`config.mk`:
```
export PLATFORM = sky130hd
export DESIGN_NAME = run_end_monitor
export DESIGN_NICKNAME = d
export VERILOG_FILES = /design/src/rtl/run_mon_pkg.sv /design/src/rtl/pc_loop_detect.sv /design/src/rtl/run_end_monitor.sv
export SDC_FILE = /design/constraint.sdc
export NUM_CORES = 1
export LEC_CHECK = 0
export CORE_MARGIN = 2
export CORE_UTILIZATION = 55
export CTS_BUF_LIST = sky130_fd_sc_hd__clkbuf_4 sky130_fd_sc_hd__clkbuf_8
export DETAILED_ROUTE_END_ITERATION = 7
export PLACE_DENSITY_LB_ADDON = 0.08
export SYNTH_ARGS = -nofsm -noshare
export SYNTH_HDL_FRONTEND = slang
export SYNTH_HIERARCHICAL = 1
export SYNTH_SLANG_ARGS = --single-unit
```
`constraint.sdc`:
```
create_clock -name clk -period 18.78 [get_ports clk]
set_input_delay 3.756 -clock clk [delete_from_list [all_inputs] [get_ports clk]]
set_output_delay 3.756 -clock clk [all_outputs]
set_load 0.03 [all_outputs]
```
`src/rtl/run_mon_pkg.sv`:
```
// Shared types and constants for the run-termination monitor.
// The CRC helpers are only referenced when RUN_END_MON_PC_SIG_EN is defined.
package run_mon_pkg;

  typedef enum logic [1:0] {
    StRun      = 2'd0,
    StDonePass = 2'd1,
    StDoneFail = 2'd2
  } run_state_e;

  localparam logic [31:0] CRC32_POLY = 32'h04C1_1DB7;
  localparam logic [31:0] CRC32_INIT = 32'hFFFF_FFFF;

  // Ceiling log2, never less than 1 so derived vectors always have a bit.
  function automatic int unsigned clog2(input int unsigned value);
    int unsigned w;
    w = 1;
    while ((64'd1 << w) < 64'(value)) begin
      w = w + 1;
    end
    return w;
  endfunction

  // One 32-bit word into a non-reflected CRC-32, MSB first.
  function automatic logic [31:0] crc32_step(input logic [31:0] crc, input logic [31:0] data);
    logic [31:0] c;
    logic        fb;
    c = crc;
    for (int i = 31; i >= 0; i--) begin
      fb = c[31] ^ data[i];
      c  = {c[30:0], 1'b0} ^ (fb ? CRC32_POLY : 32'h0);
    end
    return c;
  endfunction

endpackage

```
`src/rtl/pc_loop_detect.sv`:
```
// PC history window and consecutive-hit counter; loop_fire_o flags the fetch that
// completes STABLE_CNT consecutive history hits.
module pc_loop_detect
  import run_mon_pkg::*;
#(
  parameter int unsigned ADDR_W     = 32,
  parameter int unsigned LOOP_WIN   = 4,
  parameter int unsigned STABLE_CNT = 8,
  localparam int unsigned HitW      = clog2(STABLE_CNT + 1)
) (
  input  logic              clk_i,
  input  logic              rst_i,
  input  logic              en_i,
  input  logic              fetch_valid_i,
  input  logic [ADDR_W-1:0] pc_i,
  output logic              loop_fire_o
);

  logic [ADDR_W-1:0] hist_q [LOOP_WIN];
  logic [LOOP_WIN-1:0] hist_vld_q;
  logic [HitW-1:0]     hit_cnt_q, hit_cnt_d;
  logic                hit;
  logic                upd;

  assign upd = en_i && fetch_valid_i;

  always_comb begin
    hit = 1'b0;
    for (int i = 0; i < LOOP_WIN; i++) begin
      if (hist_vld_q[i] && (hist_q[i] == pc_i)) begin
        hit = 1'b1;
      end
    end
  end

  always_comb begin
    hit_cnt_d = hit_cnt_q;
    if (upd) begin
      if (!hit) begin
        hit_cnt_d = '0;
      end else if (hit_cnt_q != HitW'(STABLE_CNT)) begin
        hit_cnt_d = hit_cnt_q + 1'b1;
      end
    end
  end

  assign loop_fire_o = upd && hit && (hit_cnt_q == HitW'(STABLE_CNT - 1));

  // Entry 0 is the newest PC; only the valid bits need clearing on reset.
  always_ff @(posedge clk_i) begin
    if (rst_i) begin
      hist_vld_q <= '0;
      hit_cnt_q  <= '0;
    end else begin
      hit_cnt_q <= hit_cnt_d;
      if (upd) begin
        hist_q[0]     <= pc_i;
        hist_vld_q[0] <= 1'b1;
        for (int i = 1; i < LOOP_WIN; i++) begin
          hist_q[i]     <= hist_q[i-1];
          hist_vld_q[i] <= hist_vld_q[i-1];
        end
      end
    end
  end

endmodule

```
`src/rtl/run_end_monitor.sv`:
```
// Run-termination checker for the CPU benches: ends a run on a settled fetch loop or a
// cycle budget and grades the final instruction. RUN_END_MON_PC_SIG_EN adds a PC CRC.
module run_end_monitor
  import run_mon_pkg::*;
#(
  parameter int unsigned ADDR_W     = 32,
  parameter int unsigned INSTR_W    = 32,
  parameter int unsigned NUM_SIG    = 2,
  parameter int unsigned LOOP_WIN   = 4,
  parameter int unsigned STABLE_CNT = 8,
  parameter int unsigned MAX_CYCLES = 1000,
  localparam int unsigned CNT_W     = clog2(MAX_CYCLES + 1)
) (
  input  logic                       clk,
  input  logic                       rst,
  input  logic                       fetch_valid,
  input  logic [ADDR_W-1:0]          pc,
  input  logic [INSTR_W-1:0]         instr,
  input  logic [NUM_SIG*INSTR_W-1:0] end_sig,
  input  logic [NUM_SIG-1:0]         end_sig_en,
  output logic                       done,
  output logic                       pass,
  output logic                       fail,
  output logic                       loop_detected,
  output logic [ADDR_W-1:0]          loop_pc,
  output logic [CNT_W-1:0]           cycle_cnt,
  output logic [31:0]                pc_sig
);

  run_state_e        state_q;
  logic              done_q, pass_q, fail_q, loop_det_q;
  logic [ADDR_W-1:0] loop_pc_q;
  logic [CNT_W-1:0]  cycle_cnt_q, cycle_cnt_d;
  logic              in_run, loop_fire, timeout, term, matched;

  assign in_run = (state_q == StRun);

  pc_loop_detect #(
    .ADDR_W     (ADDR_W),
    .LOOP_WIN   (LOOP_WIN),
    .STABLE_CNT (STABLE_CNT)
  ) u_loop (
    .clk_i         (clk),
    .rst_i         (rst),
    .en_i          (in_run),
    .fetch_valid_i (fetch_valid),
    .pc_i          (pc),
    .loop_fire_o   (loop_fire)
  );

  always_comb begin
    matched = 1'b0;
    for (int k = 0; k < NUM_SIG; k++) begin
      if (end_sig_en[k] && (instr == end_sig[k*INSTR_W +: INSTR_W])) begin
        matched = 1'b1;
      end
    end
  end

  assign timeout = in_run && (cycle_cnt_q == CNT_W'(MAX_CYCLES - 1));
  assign term    = loop_fire || timeout;

  always_comb begin
    cycle_cnt_d = cycle_cnt_q;
    if (in_run && (cycle_cnt_q != '1)) begin
      cycle_cnt_d = cycle_cnt_q + 1'b1;
    end
  end

  // Everything below only moves in RUN, so the DONE states hold all outputs frozen.
  always_ff @(posedge clk) begin
    if (rst) begin
      state_q     <= StRun;
      done_q      <= 1'b0;
      pass_q      <= 1'b0;
      fail_q      <= 1'b0;
      loop_det_q  <= 1'b0;
      loop_pc_q   <= '0;
      cycle_cnt_q <= '0;
    end else if (in_run) begin
      cycle_cnt_q <= cycle_cnt_d;
      if (term) begin
        state_q    <= matched ? StDonePass : StDoneFail;
        done_q     <= 1'b1;
        pass_q     <= matched;
        fail_q     <= !matched;
        loop_det_q <= loop_fire;
        if (loop_fire) begin
          loop_pc_q <= pc;
        end
      end
    end
  end

  assign done          = done_q;
  assign pass          = pass_q;
  assign fail          = fail_q;
  assign loop_detected = loop_det_q;
  assign loop_pc       = loop_pc_q;
  assign cycle_cnt     = cycle_cnt_q;

`ifdef RUN_END_MON_PC_SIG_EN
  logic [31:0] pc_sig_q;

  always_ff @(posedge clk) begin
    if (rst) begin
      pc_sig_q <= CRC32_INIT;
    end else if (in_run && fetch_valid) begin
      pc_sig_q <= crc32_step(pc_sig_q, 32'(pc));
    end
  end

  assign pc_sig = pc_sig_q;
`else
  assign pc_sig = 32'h0;
`endif

endmodule

```
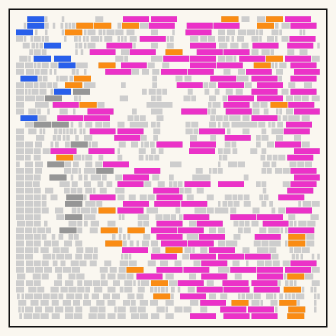
(images/ff_map.png)
Other sequential cells in the stronger grey, the rest of the logic in the fainter grey.
| colour | netlist name | sequential cells |
|---|---|---|
| orange | loop_pc | 32 |
| magenta | u_loop/hist_q | 128 |
| blue | cycle_cnt | 10 |
final core area utilization: 70.5%
sequential standard cell area: 0.00492 mm2

==> notes.md <==
In the per-layer summary, the met1 wirelength comes to 9910 um. The share of Yosys cell area claimed by the top area cell type was 43.8%; the longest individual stage delay on the worst path was 0.71 ns. The area growth from synthesis to layout was 26.3%. The most common logic cell in the final layout is xor2_1.

At the placement stage, the worst setup path has a slack of 11.08 ns. Summed over all nets, wire length on met2 after detailed routing comes to 12600 um. The run gives 6430 as the via count of the first global-routing pass. Per the log, the first TritonRoute iteration ended with a DRC count of 510.

Setup repair after global routing left no endpoint under its margin. Hold timing on the final database bottoms out at a slack of 0.460 ns. The synthesis warning total is 6, and the flip-flop count of the largest register, all copies and words added is 128. With the number of gates given a new drive strength after cts at 0, the number of setup buffers added after CTS is 0. In the final report, the number of endpoints failing setup comes to 0. The run gives 19.17 ns as the data required time at the worst endpoint.

Post-synth tally of flip-flops with integrated enable: 128. IR analysis of the VDD net gives a maximum drop of 0.0425 mV. Of the total synthesized cell area, the portion taken by AND-OR and OR-AND cells is 3.97%. The per-instance average area after synthesis was 11.8 um2.

The H-tree was split into 4 levels. Adding up every negative setup slack in the final design gives 0 ns. The switching component of the power was 219 uW; the power density over cell area was 76.0 mW/mm2. After detailed placement, the design holds a cell count of 1126.

The root buffer cell chosen for the clock tree is clkbuf_8. The maximum number of pins on one net before global-route repair came out at 87. The tools report the die area as 0.0170 mm2.

The run finished with clean final reports. The library cells used most frequently in the layout, excluding fill and tap cells, are 179 x xor2_1, 177 x clkdlybuf4s50_1, 128 x edfxtp_1. For the initial antenna violation count, the log shows 0. The slew of the pin with the lowest slew margin works out to 1.19 ns. For the routed length on met3, the log shows 1650 um. The layout summary lists the proportion of cells stronger than drive strength 1 as 4.99%. In the synthesized netlist the dominant register cell turns out to be edfxtp_1. The run gives 1158 as the final non-filler cell total.

The via total after detailed routing came out at 6481. The path type of the worst setup path is in -> reg. Derived from the worst setup path, the maximum achievable clock frequency is 137 MHz. The analysis attributes to cell leakage a power of 0.00379 uW. The register bank with the most flops was u_loop/hist_q. The top layer reached by signal wires was met4. The tools report the remaining max-slew budget at the tightest pin as 20.5%. The via density per instance came out at 5.60. The width of the die was 130 um; the clock edge transition at the registers on the reported setup and hold paths was 0.10 ns.

The minimum period implied by the final worst setup slack was 7.32 ns. The run gives 7.72 ns for the endpoint arrival time on the critical path.
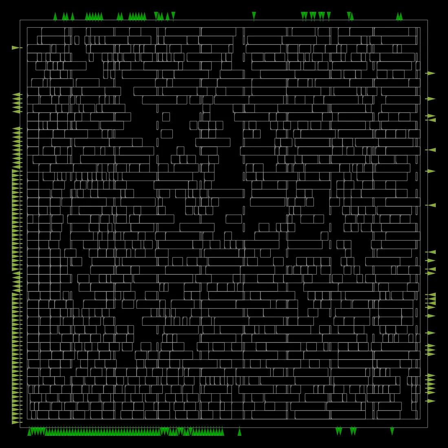
(images/placed.png)
cell row count: 46
Core ar.: 0.0157 mm2

==> area by class of cell <==
cell class | instances | area, um2
clock buffer | 21 | 283
clock inverter | 11 | 133
fill | 1102 | 4640
inverter | 7 | 26.3
multi-input combinational | 539 | 3630
sequential | 182 | 4920
tap | 216 | 270
timing repair buffer | 182 | 1810
==> worst paths after layout <==
path | start | endpoint | slack, ns | cells past startpoint
worst max-delay path | pc[9] | loop_pc[19] | 11.46 | 11
worst min-delay path | loop_pc[23] | loop_pc[23] | 0.46 | 2
worst max register to register | state_q[1] | u_loop/hist_q[2][26] | 15.06 | 4
worst min register to register | loop_pc[23] | loop_pc[23] | 0.46 | 2
==> worst min-delay path, cell delays in order, from the launching register on <==
cell	delay, ns
dfxtp_1	0.32
nand2_1	0.05
a21oi_1	0.05
Power figures rest on the tool's default switching activity, not on a simulated workload.
